==> src/rtl/ctrl_seq_pkg.sv <==
// Shared opcode, FSM-state and decode-bundle definitions for the instruction sequencer.
// Combinational only; no latency, no backpressure.
package ctrl_seq_pkg;

    localparam int OP_MSB = 8;
    localparam int OP_LSB = 4;
    localparam int RS_MSB = 3;
    localparam int RT_MSB = 1;

    typedef enum logic [4:0] {
        OP_NOP  = 5'd0,
        OP_ADD  = 5'd1,
        OP_ADDC = 5'd2,
        OP_SUB  = 5'd3,
        OP_SUBC = 5'd4,
        OP_LSL  = 5'd5,
        OP_LSLC = 5'd6,
        OP_LSR  = 5'd7,
        OP_LSRC = 5'd8,
        OP_ASR  = 5'd9,
        OP_NEG  = 5'd10,
        OP_AND  = 5'd11,
        OP_OR   = 5'd12,
        OP_CMP  = 5'd13,
        OP_IMME = 5'd14,
        OP_BLT  = 5'd15,
        OP_BNE  = 5'd16,
        OP_LW   = 5'd17,
        OP_SW   = 5'd18,
        OP_ALW  = 5'd19,
        OP_ASW  = 5'd20,
        OP_HALT = 5'd21
    } op_code;

    typedef enum logic [2:0] {
        S_IDLE,
        S_FETCH,
        S_DECODE,
        S_EXEC,
        S_MEM,
        S_WB,
        S_WB2,
        S_HALTED
    } ctrl_state;

    typedef struct packed {
        logic is_alu;
        logic writes_rf;
        logic is_branch;
        logic is_mem;
        logic is_store;
        logic autoinc;
        logic uses_carry;
    } ctrl_t;

endpackage

==> src/rtl/ctrl_seq_decode.sv <==
// Opcode to control-bundle decoder for the sequencer.
// Purely combinational; no backpressure.
module ctrl_decode
    import ctrl_seq_pkg::*;
(
    input  op_code op_i,
    output ctrl_t  ctl_o
);

    always_comb begin
        ctl_o = '0;
        case (op_i)
            OP_ADD, OP_SUB, OP_LSL, OP_LSR, OP_ASR, OP_NEG, OP_AND, OP_OR: begin
                ctl_o.is_alu    = 1'b1;
                ctl_o.writes_rf = 1'b1;
            end
            OP_ADDC, OP_SUBC, OP_LSLC, OP_LSRC: begin
                ctl_o.is_alu     = 1'b1;
                ctl_o.writes_rf  = 1'b1;
                ctl_o.uses_carry = 1'b1;
            end
            OP_IMME: ctl_o.writes_rf = 1'b1;
            OP_BLT, OP_BNE: ctl_o.is_branch = 1'b1;
            OP_LW: ctl_o.is_mem = 1'b1;
            OP_SW: begin
                ctl_o.is_mem   = 1'b1;
                ctl_o.is_store = 1'b1;
            end
            OP_ALW: begin
                ctl_o.is_mem  = 1'b1;
                ctl_o.autoinc = 1'b1;
            end
            OP_ASW: begin
                ctl_o.is_mem   = 1'b1;
                ctl_o.is_store = 1'b1;
                ctl_o.autoinc  = 1'b1;
            end
            default: ;
        endcase
    end

endmodule

==> src/rtl/ctrl_seq.sv <==
// Multi-cycle sequencer: FETCH/DECODE/EXEC (3 cycles), loads/stores 5, auto-increment 6.
// No backpressure; strobes are suppressed combinationally while reset is high.
module ctrl_seq
    import ctrl_seq_pkg::*;
#(
    parameter int PC_W = 8,
    parameter int DW   = 8
) (
    input  logic            CLK,
    input  logic            reset,
    input  logic            start_i,
    output logic            done_o,
    output logic [PC_W-1:0] imem_addr_o,
    input  logic [8:0]      instr_i,
    output logic [1:0]      rf_ra_o,
    output logic [1:0]      rf_rb_o,
    input  logic [DW-1:0]   rf_a_i,
    input  logic [DW-1:0]   rf_b_i,
    output logic [1:0]      rf_wa_o,
    output logic [DW-1:0]   rf_wd_o,
    output logic            rf_we_o,
    output op_code          alu_op_o,
    output logic [DW-1:0]   alu_a_o,
    output logic [DW-1:0]   alu_b_o,
    input  logic [DW-1:0]   alu_result_i,
    input  logic [DW-1:0]   alu_cmp_i,
    input  logic            alu_carry_i,
    output logic            flag_c_o,
    output logic            flag_n_o,
    output logic            flag_z_o,
    output logic [DW-1:0]   dmem_addr_o,
    output logic [DW-1:0]   dmem_wd_o,
    output logic            dmem_we_o,
    input  logic [DW-1:0]   dmem_rd_i
);

    ctrl_state       state_q, state_d;
    logic [PC_W-1:0] pc_q, pc_d, pc_inc;
    logic [8:0]      ir_q, ir_d;
    logic            c_q, c_d, n_q, n_d, z_q, z_d;
    logic            rf_we_raw, dmem_we_raw, br_taken;
    op_code          op;
    logic [1:0]      rs, rt;
    ctrl_t           ctl;

    assign op       = op_code'(ir_q[OP_MSB:OP_LSB]);
    assign rs       = ir_q[RS_MSB -: 2];
    assign rt       = ir_q[RT_MSB -: 2];
    assign pc_inc   = pc_q + PC_W'(1);
    assign br_taken = (op == OP_BLT) ? n_q : ~z_q;

    ctrl_decode u_dec (
        .op_i  (op),
        .ctl_o (ctl)
    );

    always_comb begin
        state_d     = state_q;
        pc_d        = pc_q;
        ir_d        = ir_q;
        c_d         = c_q;
        n_d         = n_q;
        z_d         = z_q;
        rf_ra_o     = '0;
        rf_rb_o     = '0;
        rf_wa_o     = '0;
        rf_wd_o     = '0;
        rf_we_raw   = 1'b0;
        alu_op_o    = OP_NOP;
        alu_a_o     = '0;
        alu_b_o     = '0;
        dmem_addr_o = '0;
        dmem_wd_o   = '0;
        dmem_we_raw = 1'b0;
        case (state_q)
            S_IDLE, S_HALTED: begin
                if (start_i) begin
                    pc_d    = '0;
                    state_d = S_FETCH;
                end
            end
            S_FETCH:  state_d = S_DECODE;
            S_DECODE: begin
                ir_d    = instr_i;
                state_d = S_EXEC;
            end
            S_EXEC: begin
                rf_ra_o  = rs;
                rf_rb_o  = rt;
                alu_op_o = op;
                alu_a_o  = rf_a_i;
                // Carry-chaining ops take the C flag as operand when rt selects r3.
                alu_b_o  = (ctl.uses_carry && rt == 2'd3) ? {{(DW-1){1'b0}}, c_q} : rf_b_i;
                pc_d     = pc_inc;
                state_d  = S_FETCH;
                if (ctl.writes_rf) begin
                    rf_we_raw = 1'b1;
                    rf_wa_o   = ctl.is_alu ? rs : 2'd0;
                    rf_wd_o   = ctl.is_alu ? alu_result_i : {{(DW-4){1'b0}}, ir_q[3:0]};
                end
                if (ctl.is_alu) begin
                    c_d = alu_carry_i;
                    n_d = alu_result_i[DW-1];
                    z_d = (alu_result_i == '0);
                end else if (op == OP_CMP) begin
                    n_d = alu_cmp_i[DW-1];
                    z_d = (alu_cmp_i == '0);
                end else if (ctl.is_branch) begin
                    if (br_taken) pc_d = PC_W'(rf_a_i);
                end else if (ctl.is_mem) begin
                    pc_d    = pc_q;
                    state_d = S_MEM;
                end else if (op == OP_HALT) begin
                    pc_d    = pc_q;
                    state_d = S_HALTED;
                end
            end
            S_MEM: begin
                rf_ra_o     = rs;
                rf_rb_o     = rt;
                dmem_addr_o = rf_a_i;
                if (ctl.is_store) begin
                    dmem_we_raw = 1'b1;
                    dmem_wd_o   = rf_b_i;
                end
                state_d = S_WB;
            end
            S_WB: begin
                rf_ra_o = rs;
                rf_rb_o = rt;
                if (!ctl.is_store) begin
                    rf_we_raw = 1'b1;
                    rf_wa_o   = rt;
                    rf_wd_o   = dmem_rd_i;
                end
                if (ctl.autoinc) begin
                    state_d = S_WB2;
                end else begin
                    pc_d    = pc_inc;
                    state_d = S_FETCH;
                end
            end
            S_WB2: begin
                // rs is read here, after any load into rt has landed.
                rf_ra_o   = rs;
                rf_we_raw = 1'b1;
                rf_wa_o   = rs;
                rf_wd_o   = rf_a_i + DW'(1);
                pc_d      = pc_inc;
                state_d   = S_FETCH;
            end
            default: state_d = S_IDLE;
        endcase
    end

    always_ff @(posedge CLK) begin
        if (reset) begin
            state_q <= S_IDLE;
            pc_q    <= '0;
            ir_q    <= '0;
            c_q     <= 1'b0;
            n_q     <= 1'b0;
            z_q     <= 1'b0;
        end else begin
            state_q <= state_d;
            pc_q    <= pc_d;
            ir_q    <= ir_d;
            c_q     <= c_d;
            n_q     <= n_d;
            z_q     <= z_d;
        end
    end

    assign rf_we_o     = rf_we_raw & ~reset;
    assign dmem_we_o   = dmem_we_raw & ~reset;
    assign done_o      = (state_q == S_HALTED);
    assign imem_addr_o = pc_q;
    assign flag_c_o    = c_q;
    assign flag_n_o    = n_q;
    assign flag_z_o    = z_q;

endmodule

==> config.mk <==
export PLATFORM = sky130hd
export DESIGN_NAME = ctrl_seq
export DESIGN_NICKNAME = d
export VERILOG_FILES = /design/src/rtl/ctrl_seq_pkg.sv /design/src/rtl/ctrl_seq_decode.sv /design/src/rtl/ctrl_seq.sv
export SDC_FILE = /design/constraint.sdc
export NUM_CORES = 1
export LEC_CHECK = 0
export ABC_AREA = 1
export CAP_MARGIN = 20
export CORE_ASPECT_RATIO = 0.75
export CORE_MARGIN = 3
export CORE_UTILIZATION = 44
export CTS_BUF_LIST = sky130_fd_sc_hd__clkbuf_2
export DETAILED_ROUTE_END_ITERATION = 8
export PLACE_DENSITY = 0.95
export SYNTH_ARGS = -nofsm -noshare
export SYNTH_HDL_FRONTEND = slang
export SYNTH_SLANG_ARGS = --single-unit
==> constraint.sdc <==
create_clock -name CLK -period 2.65 [get_ports CLK]
set_input_delay 0.53 -clock CLK [delete_from_list [all_inputs] [get_ports CLK]]
set_output_delay 0.53 -clock CLK [all_outputs]
set_load 0.1 [all_outputs]
Fig. 1: run 1, signal wires on met3
Scale bar: 20 um.
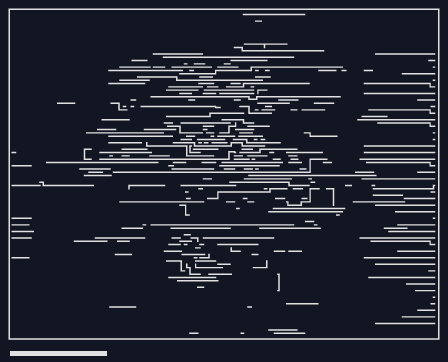
longest straight run	40.7 um
wire length on this layer	1610 um
share of all routed wire	13%

Fig. 2: run 1, met2 routing
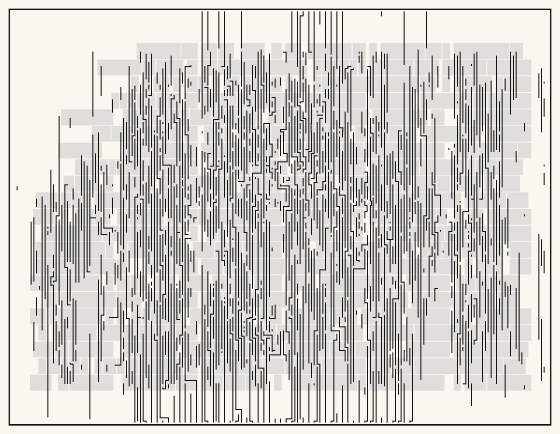
longest straight run	32.3 um
main direction	vertical
nets with wire on the layer	516
wire length on this layer	5390 um

Fig. 3: run 1, cell classes on the final placement
Fill, decap, tap and diode cells in gray.
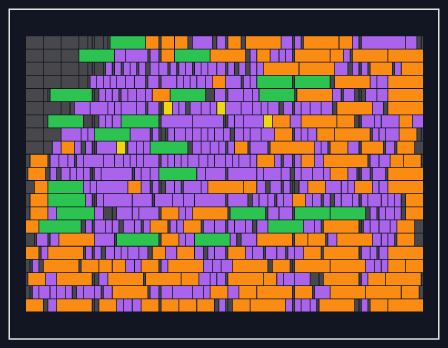
class	color	cells	share of their area
combinational and other logic	purple	353	47%
other buffers and delay cells	orange	125	41%
flops	green	23	12%
clock drivers and dummy loads	yellow	4	0.49%

Fig. 4: run 1, cell placement
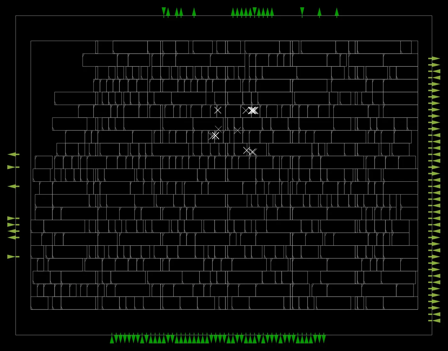
CORE AREA: 4703 um2
Seq area share: 11.48%

==> flow_summary.json, run 1 <==
{
  "grt_pass1_vias": 3185,
  "place_area_um2": 4013,
  "fp_nets": 441,
  "critPathBufInv": 2,
  "chip_area_um2": 6016,
  "yosys_warnings": 0,
  "grt_usage_pct": 34.34,
  "drive_above_1_share_pct": 33.47,
  "rows": 21,
  "antennaDiodeCount": 0,
  "setup_tns_ns": -0.1172,
  "grt_pass1_wl_mm": 15.99,
  "num_vias": 3578,
  "setup_violations": 4,
  "cp.depth": 8,
  "cts_buffers": 3,
  "clk_pin_slew_worst_paths_ns": 0.23,
  "ys_async_sr_fraction_pct": 0,
  "grt_max_degree": 23,
  "die_h_um": 67.93,
  "lay_top_cells": "70 x nand2_1, 49 x clkdlybuf4s50_1, 48 x inv_1",
  "syn-mean-instance-area_um2": 5.828,
  "ir_worst_vdd_mv": 0.2806,
  "cp.required_ns": 2.12,
  "cts_tree": "yes",
  "total_power_w": 0.001459,
  "insertion_delay_ns": 0.37,
  "fmax_mhz": 370.4,
  "ff_type": "dfxtp_1",
  "warning_count": 29,
  "rsz0062_at_grt": "yes",
  "worstRegToRegCells": 10,
  "cts.sinks": 23,
  "root_buffer": "clkbuf_2",
  "synthCells": 386,
  "ys_types": 32,
  "cap_viol_max_count": 0,
  "ys_area_um2": 2250,
  "fin_area_um2": 4163,
  "hp-class": "reg -> reg",
  "port_buffers": 117,
  "min_period_ns": 2.700,
  "final_cells": 562,
  "slowest_stage": "dfxtp_4",
  "edf_count": 0,
  "clock_skew_ns": 0.009774,
  "firstDrtPassIters": 9,
  "finalClockPeriodUsage_pct": 101.9,
  "fin_nets": 561,
  "postLayoutSetupSlackWorst_ns": -0.04955,
  "antenna_found_initial": 0,
  "slew_headroom_pct": 48.94,
  "worstPathArrival_ns": 2.17,
  "lay_top_count": "nand2_1",
  "wl_per_cell_um": 21.37,
  "place_congestion": 0.9404,
  "numSynthFlops": 23,
  "synthToLayoutAreaGrowth_pct": 85.04,
  "violations": "design-rule violations, negative setup slack",
  "slew_violations": 0,
  "drtIter0Drc": 862,
  "synth_area_um2": 2250,
  "tightest_slew_ns": 0.7651,
  "drc": 47,
  "hold_viol_final": 0,
  "fp_util_pct": 47.83,
  "worstSetupPathType": "reg -> out",
  "grt.overflow.total": 0,
  "status": "complete, but fails checks",
  "crit_chain": "nor2_4, nand3_1, o21ai_2, nor2_1, buf_4, nor3_2, nor2_2, buf_12",
  "viasPerCell": 6.367,
  "cp_top_family": "simple AND/OR/NAND/NOR gates",
  "end_kind": "primary output",
  "finalWirelength_mm": 12.01,
  "h-tree-depth": 1,
  "p_per_area_nw_per_um2": 350.5,
  "cp-start-kind": "flip-flop",
  "hold_depth": 4,
  "cp_max_fo": 11,
  "dpl.hpwl_mm": 8.124
}
run 1: worst register-to-register path, cell delays in order (launching register included):
cell and delay (ns):
dfxtp_2 0.50, inv_2 0.12, nand3_4 0.10, buf_4 0.27, nand2_1 0.11, nor2_1 0.22, nor2_4 0.06, nand3_4 0.11
nand2_1 0.07, nand2_1 0.07, nor2_1 0.08
run 1: flip-flops by register name, indices dropped and copies added (netlist names):
signal       cells
ir_q             9
imem_addr_o      8
state_q          3
flag_c_o         1
flag_n_o         1
flag_z_o         1
run 1: cell usage after synthesis, types with 2 or more instances:
library cell,n,area share [%]
nor2_2,3,0.83
dfxtp_1,23,20
nor4_1,5,1.4
nand2_4,4,2.0
nand2_1,75,13
nand4_1,13,3.6
ha_1,2,1.1
o211ai_1,3,1.0
nand3_2,5,2.2
a21oi_1,24,5.3
o21ai_0,15,3.3
nor2_1,65,11
nor2_4,5,2.5
xor2_1,4,1.6
inv_2,12,2.0
nand3_1,41,9.1
buf_2,5,1.1
nand2_2,5,1.4
nand3_4,3,2.3
o21ai_1,7,1.6
buf_4,3,1.0
nor3_1,4,0.89
inv_1,51,8.5
run 1: worst paths after layout:
kind,endpoint,start
min reg2reg,imem_addr_o[1],imem_addr_o[1]
min,imem_addr_o[1],imem_addr_o[1]
max,rf_we_o,ir_q[7]
max reg2reg,imem_addr_o[4],state_q[2]
run 1: layer usage:
layer	vias up	part of all wire, %	GRT usage, %
li1	1488	-	-
met1	1586	34	39.93
met2	376	45	63.71
met4	0	8.1	10.75
met3	128	13	6.739
met5	-	0	0
run 1: cells by family (layout without fill, tap and decap cells):
logic type	count (synthesis)	after routing	share of synthesized area, %
adders and majority gates	2	2	1.112
and+or+nand+nor	230	230	50.67
DFF	23	23	20.47
buffers and inverters	74	193	13.51
xor gates and xnor gates	5	5	1.947
AOI/OAI and AO/OA	52	52	12.29
run 1: cell type report:
cell class | count | area, um2
clock buffer | 3 | 15.01
clock inverter | 1 | 5.005
fill | 186 | 540.5
inverter | 64 | 255.2
multi-input combinational | 289 | 1652
sequential | 23 | 478.0
tap | 57 | 71.32
timing repair buffer | 125 | 1687
run 1: where the power goes:
part	switching [W]	total, W	internal [W]
logic	0.000577	0.000847	0.000270
registers	0.0000669	0.000455	0.000388
clock network	0.000122	0.000157	0.0000342
total	0.000767	0.00146	0.000692
run 1: through the flow:
step / util [%] / hold WS (ns)
CTS: 86.30 / 0.5369
finish: 88.51 / 0.5774
global placement: 85.32 / 0.4925
global route: 88.51 / 0.5841
detailed placement: 85.32 / 0.5042
floorplan: - / 0.4763
run 1: what timing repair did:
item	in CTS	in global routing
setup buffers	0	3
resized	10	27
pin swaps	0	5
hold endpoints to repair	0	0
endpoints found under the setup margin	20	35
==> run 2, diff against run 1 <==
RECOVER_POWER = 100   (was not set)
Fig. 5: run 2, signal wires on met3
Scale bar: 20 um.
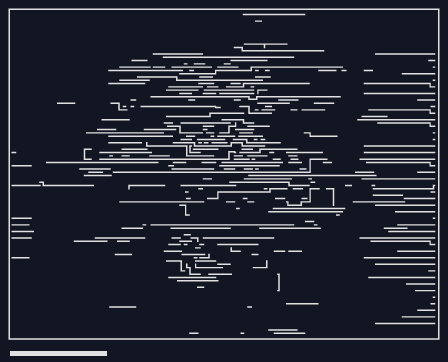
share of all routed wire	13%
nets with wire on the layer	178
main direction	horizontal
longest straight run	40.7 um

Fig. 6: run 2, I/O nets highlighted
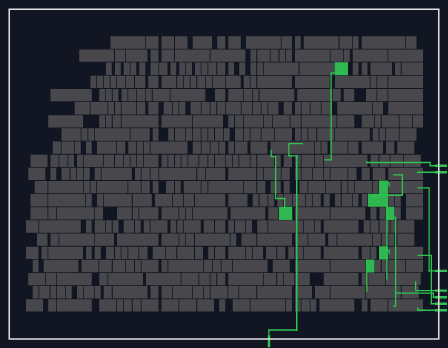
port	color	bits	direction	edge	end cells	buffers	wire
rf_wd_o	green	8	output	7 east, 1 south	8	8	213 um

==> flow_summary.json, run 2 <==
{
  "drtIter0Drc": 862,
  "p_clk_share_pct": 10.7,
  "setup_tns_ns": -0.1172,
  "setup_violations": 4,
  "cts_tree": "yes",
  "p_int_w": 0.0006921,
  "ys_area_um2": 2250,
  "ys_sh_aoi_pct": 12.29,
  "num_vias": 3578,
  "top_cell": "nand2_1",
  "ys_top_cells_by_area": "dfxtp_1 20%, nand2_1 13%, nor2_1 11%",
  "cp.required_ns": 2.12,
  "fp_util_pct": 47.83,
  "combGateArea_um2": 1652,
  "synthCells": 386,
  "ys_async_sr_fraction_pct": 0,
  "largest_register_ffs": 9,
  "place_congestion": 0.9404,
  "p_per_area_nw_per_um2": 350.5,
  "worstSetupPathType": "reg -> out",
  "dpl.hpwl_mm": 8.124,
  "grt_max_degree": 23,
  "slew_headroom_pct": 48.94,
  "tightest_slew_ns": 0.7651,
  "status": "complete, but fails checks",
  "switching_share_pct": 52.56,
  "viasPerCell": 6.367,
  "cts.sinks": 23,
  "cap_viol_max_count": 0,
  "drc": 47,
  "top_cell_area_share_pct": 20.47,
  "synthAdderAreaFrac_pct": 1.112,
  "postLayoutSetupSlackWorst_ns": -0.04955,
  "ys_types": 32,
  "syn-mean-instance-area_um2": 5.828,
  "whs_ns": 0.5774,
  "topCombFamilyByArea": "simple AND/OR/NAND/NOR gates",
  "cp_max_fo": 11,
  "grt.overflow.total": 0,
  "worstPathArrival_ns": 2.17,
  "firstDrtPassIters": 9,
  "fillCellCount": 186,
  "area.sequential_um2": 478.0,
  "hp-class": "reg -> reg",
  "wl_per_cell_um": 21.37,
  "largest_area_cell": "dfxtp_1",
  "chip_area_um2": 6016,
  "violations": "design-rule violations, negative setup slack",
  "end_kind": "primary output",
  "common_cells": "75 x nand2_1, 65 x nor2_1, 51 x inv_1, 41 x nand3_1, 24 x a21oi_1",
  "synth_area_um2": 2250,
  "grt_usage_pct": 34.34,
  "ys_sh_xor_pct": 1.947,
  "ys_sh_mux_pct": 0,
  "clock_skew_ns": 0.009774,
  "cp-start-kind": "flip-flop",
  "fmax_mhz": 370.4,
  "critPathBufInv": 2
}
==> run 2: cell counts in the layout (fill, tap and decap cells not counted) <==
No cell type changed its count.
==> run 2: path summary, 6_finish.rpt <==
path | to | slack [ns] | depth (start not counted) | startpoint
worst max-delay path | rf_we_o | -0.05 | 8 | ir_q[7]
worst min register to register | imem_addr_o[1] | 0.58 | 4 | imem_addr_o[1]
worst max register to register | imem_addr_o[4] | 0.86 | 10 | state_q[2]
worst min-delay path | imem_addr_o[1] | 0.58 | 4 | imem_addr_o[1]
==> run 2: cell families (layout without fill, tap and decap cells) <==
| family | after synthesis | after routing |
|---|---|---|
| buffers and inverters | 74 | 193 |
| DFF | 23 | 23 |
| xor gates and xnor gates | 5 | 5 |
| adders and majority gates | 2 | 2 |
| AOI/OAI and AO/OA | 52 | 52 |
| and+or+nand+nor | 230 | 230 |
==> run 2: area by class of cell <==
class,instances,area share (%)
Clock buffer,3,0.3607
Sequential cell,23,11.48
Clock inverter,1,0.1202
Inverter,64,6.132
Timing Repair Buffer,125,40.52
Multi-Input combinational cell,289,39.68
Tap cell,57,1.713
==> run 2: what timing repair did <==
item / in CTS / in global routing
endpoints found under the setup margin: 20 / 35
setup buffers: 0 / 3
gates resized: 10 / 27
pin swaps: 0 / 5
hold buffers: 0 / 0
==> run 2: power by group through the flow <==
stage,Sequential (W),Clock (W),Combinational (W)
2_1_floorplan,0.000573,0,0.000394
3_3_place_gp,0.000442,0,0.000725
3_5_place_dp,0.000447,0,0.000759
4_1_cts,0.000442,0.000150,0.000767
5_1_grt,0.000459,0.000166,0.000885
6_report,0.000455,0.000157,0.000847
==> run 2: stage by stage <==
stage          utilization [%]  cell area [um2]  worst slack [ns]
2_1_floorplan                -             2366           -0.3178
6_report                 88.51             4163          -0.04955
3_3_place_gp             85.32             4013           0.09171
4_1_cts                  86.30             4059           0.02259
5_1_grt                  88.51             4163           -0.1296
3_5_place_dp             85.32             4013           0.02518
==> run 2: per-layer routing <==
layer | vias up | global-route usage, % | wire [um]
met5 | - | 0 | 0
met4 | 0 | 10.75 | 970
met3 | 128 | 6.739 | 1607
met2 | 376 | 63.71 | 5392
met1 | 1586 | 39.93 | 4042
li1 | 1488 | - | -
==> run 2: worst min-delay path, delay by kind of cell (launching register included) <==
family	cells	cell delay, ns
DFF	1	0.39
and+or+nand+nor	3	0.14
buffers and inverters	1	0.06
Fig. 7: run 2, met2 routing
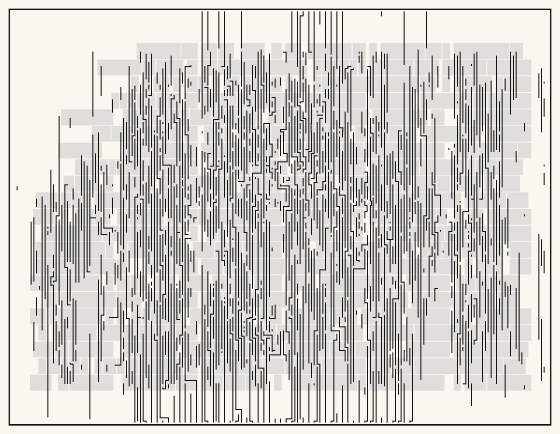

==> run 3, diff against run 2 <==
CORE_UTILIZATION = 40   (was 44)
HOLD_SLACK_MARGIN = 0.1   (was not set)
PLACE_DENSITY = 0.88   (was 0.95)
Fig. 8: run 3, met2 routing
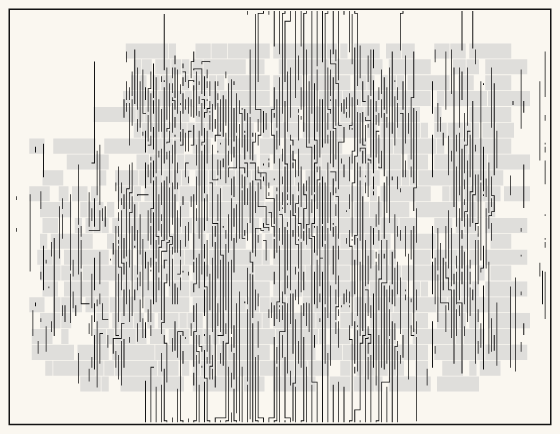
longest straight run	26.5 um
main direction	vertical
wire length on this layer	4800 um
share of all routed wire	49%

Fig. 9: run 3, signal wires on met3
Scale bar: 20 um.
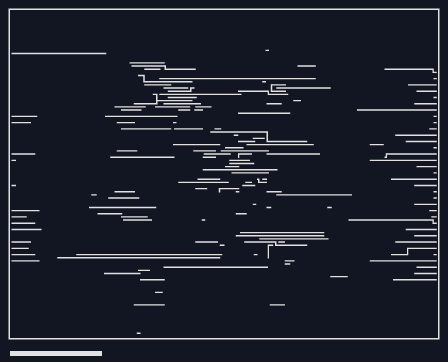
nets with wire on the layer	116
share of all routed wire	9.7%
longest straight run	35.0 um

==> flow_summary.json, run 3 <==
{
  "wl_per_cell_um": 17.04,
  "reg2reg_from": "state_q[0]",
  "firstDrtPassIters": 5,
  "common_cells": "75 x nand2_1, 65 x nor2_1, 51 x inv_1, 41 x nand3_1, 24 x a21oi_1",
  "hold_depth": 2,
  "grt.overflow.total": 0,
  "viasPerCell": 5.667,
  "setup_violations": 0,
  "worstRegToRegCells": 7,
  "worstSetupPathType": "reg -> out",
  "ctsHoldBuffers": 0,
  "slew_headroom_pct": 54.46,
  "drc": 0,
  "status": "complete, no violations",
  "largest_area_cell": "dfxtp_1",
  "end_kind": "primary output",
  "fp_util_pct": 43.70,
  "ys_top_cells_by_area": "dfxtp_1 20%, nand2_1 13%, nor2_1 11%",
  "whs_ns": 0.5472,
  "syn-mean-instance-area_um2": 5.828,
  "critPathLaunch": "ir_q[7]",
  "combGateArea_um2": 1647,
  "clock_skew_ns": 0.02293,
  "ys_async_sr_fraction_pct": 0,
  "top_cell": "nand2_1",
  "dpl.hpwl_mm": 7.720,
  "cp-start-kind": "flip-flop",
  "synth_area_um2": 2250,
  "place_area_um2": 4059,
  "hp-class": "reg -> reg",
  "fillCellCount": 309,
  "cp.required_ns": 2.12,
  "tightest_slew_ns": 0.6806,
  "top_cell_area_share_pct": 20.47,
  "p_per_area_nw_per_um2": 340.2,
  "ys_area_um2": 2250,
  "grt_max_degree": 19,
  "utilization_pct": 81.65
}
==> run 3: power by group <==
group | total (W) | switching, W | internal, W
Sequential | 0.000450 | 0.0000619 | 0.000388
Clock | 0.000162 | 0.000122 | 0.0000398
Combinational | 0.000818 | 0.000545 | 0.000273
==> run 3: layer usage <==
| metal | routed length, um | part of all wire, % | GRT usage, % | up-vias |
|---|---|---|---|---|
| met2 | 4800 | 49 | 50.16 | 226 |
| li1 | - | - | - | 1497 |
| met4 | 226 | 2.3 | 7.578 | 0 |
| met1 | 3897 | 39 | 35.67 | 1527 |
| met3 | 958 | 9.7 | 5.313 | 37 |
| met5 | 0 | 0 | 0 | - |
==> run 3: how the worst min path moves through the flow <==
stage / slack (ns) / endpoint / start
finish: 0.55 / ir_q[6] / ir_q[6]
CTS: 0.53 / flag_c_o / flag_c_o
detailed placement: 0.50 / flag_c_o / flag_c_o
global route: 0.57 / flag_c_o / flag_c_o
global placement: 0.49 / ir_q[7] / ir_q[7]
floorplan: 0.48 / ir_q[7] / ir_q[7]
==> run 3: cells by family (layout without fill, tap and decap cells) <==
group	after synthesis	after routing	share of synthesized area, %
XOR/XNOR	5	5	1.947
adder cells (fa/ha/maj)	2	2	1.112
AND-OR/OR-AND	52	52	12.29
buffers and inverters	74	196	13.51
AND/OR/NAND/NOR	230	230	50.67
flip-flops	23	23	20.47
==> run 3: metrics by stage <==
step           total power, W  setup slack [ns]
2_1_floorplan       0.0009662           -0.3178
3_3_place_gp         0.001179           0.02946
3_5_place_dp         0.001206          -0.01995
4_1_cts              0.001368         0.0007248
5_1_grt              0.001494          -0.01665
6_report             0.001430           0.07242
==> run 3: area by class of cell <==
type | instances | area share [%]
clock buffers | 4 | 0.4763
inverters | 64 | 6.014
multi-input cells | 289 | 39.18
flip-flops and latches | 23 | 11.28
well taps | 72 | 2.143
repair buffers | 128 | 40.91
==> run 3: what timing repair did <==
| item | in CTS | in global routing |
|---|---|---|
| buffers inserted | 0 | 4 |
| gates resized | 12 | 23 |
| pin swaps | 4 | 6 |
| setup endpoints to repair | 21 | 30 |
==> run 3: critical path: cells and delay by family (launching register included) <==
kind	cells	cell delay, ns
flops	1	0.43
compound gates	1	0.22
simple gates	5	0.69
buf+inv	2	0.35
Power and IR drop assume default switching activity.
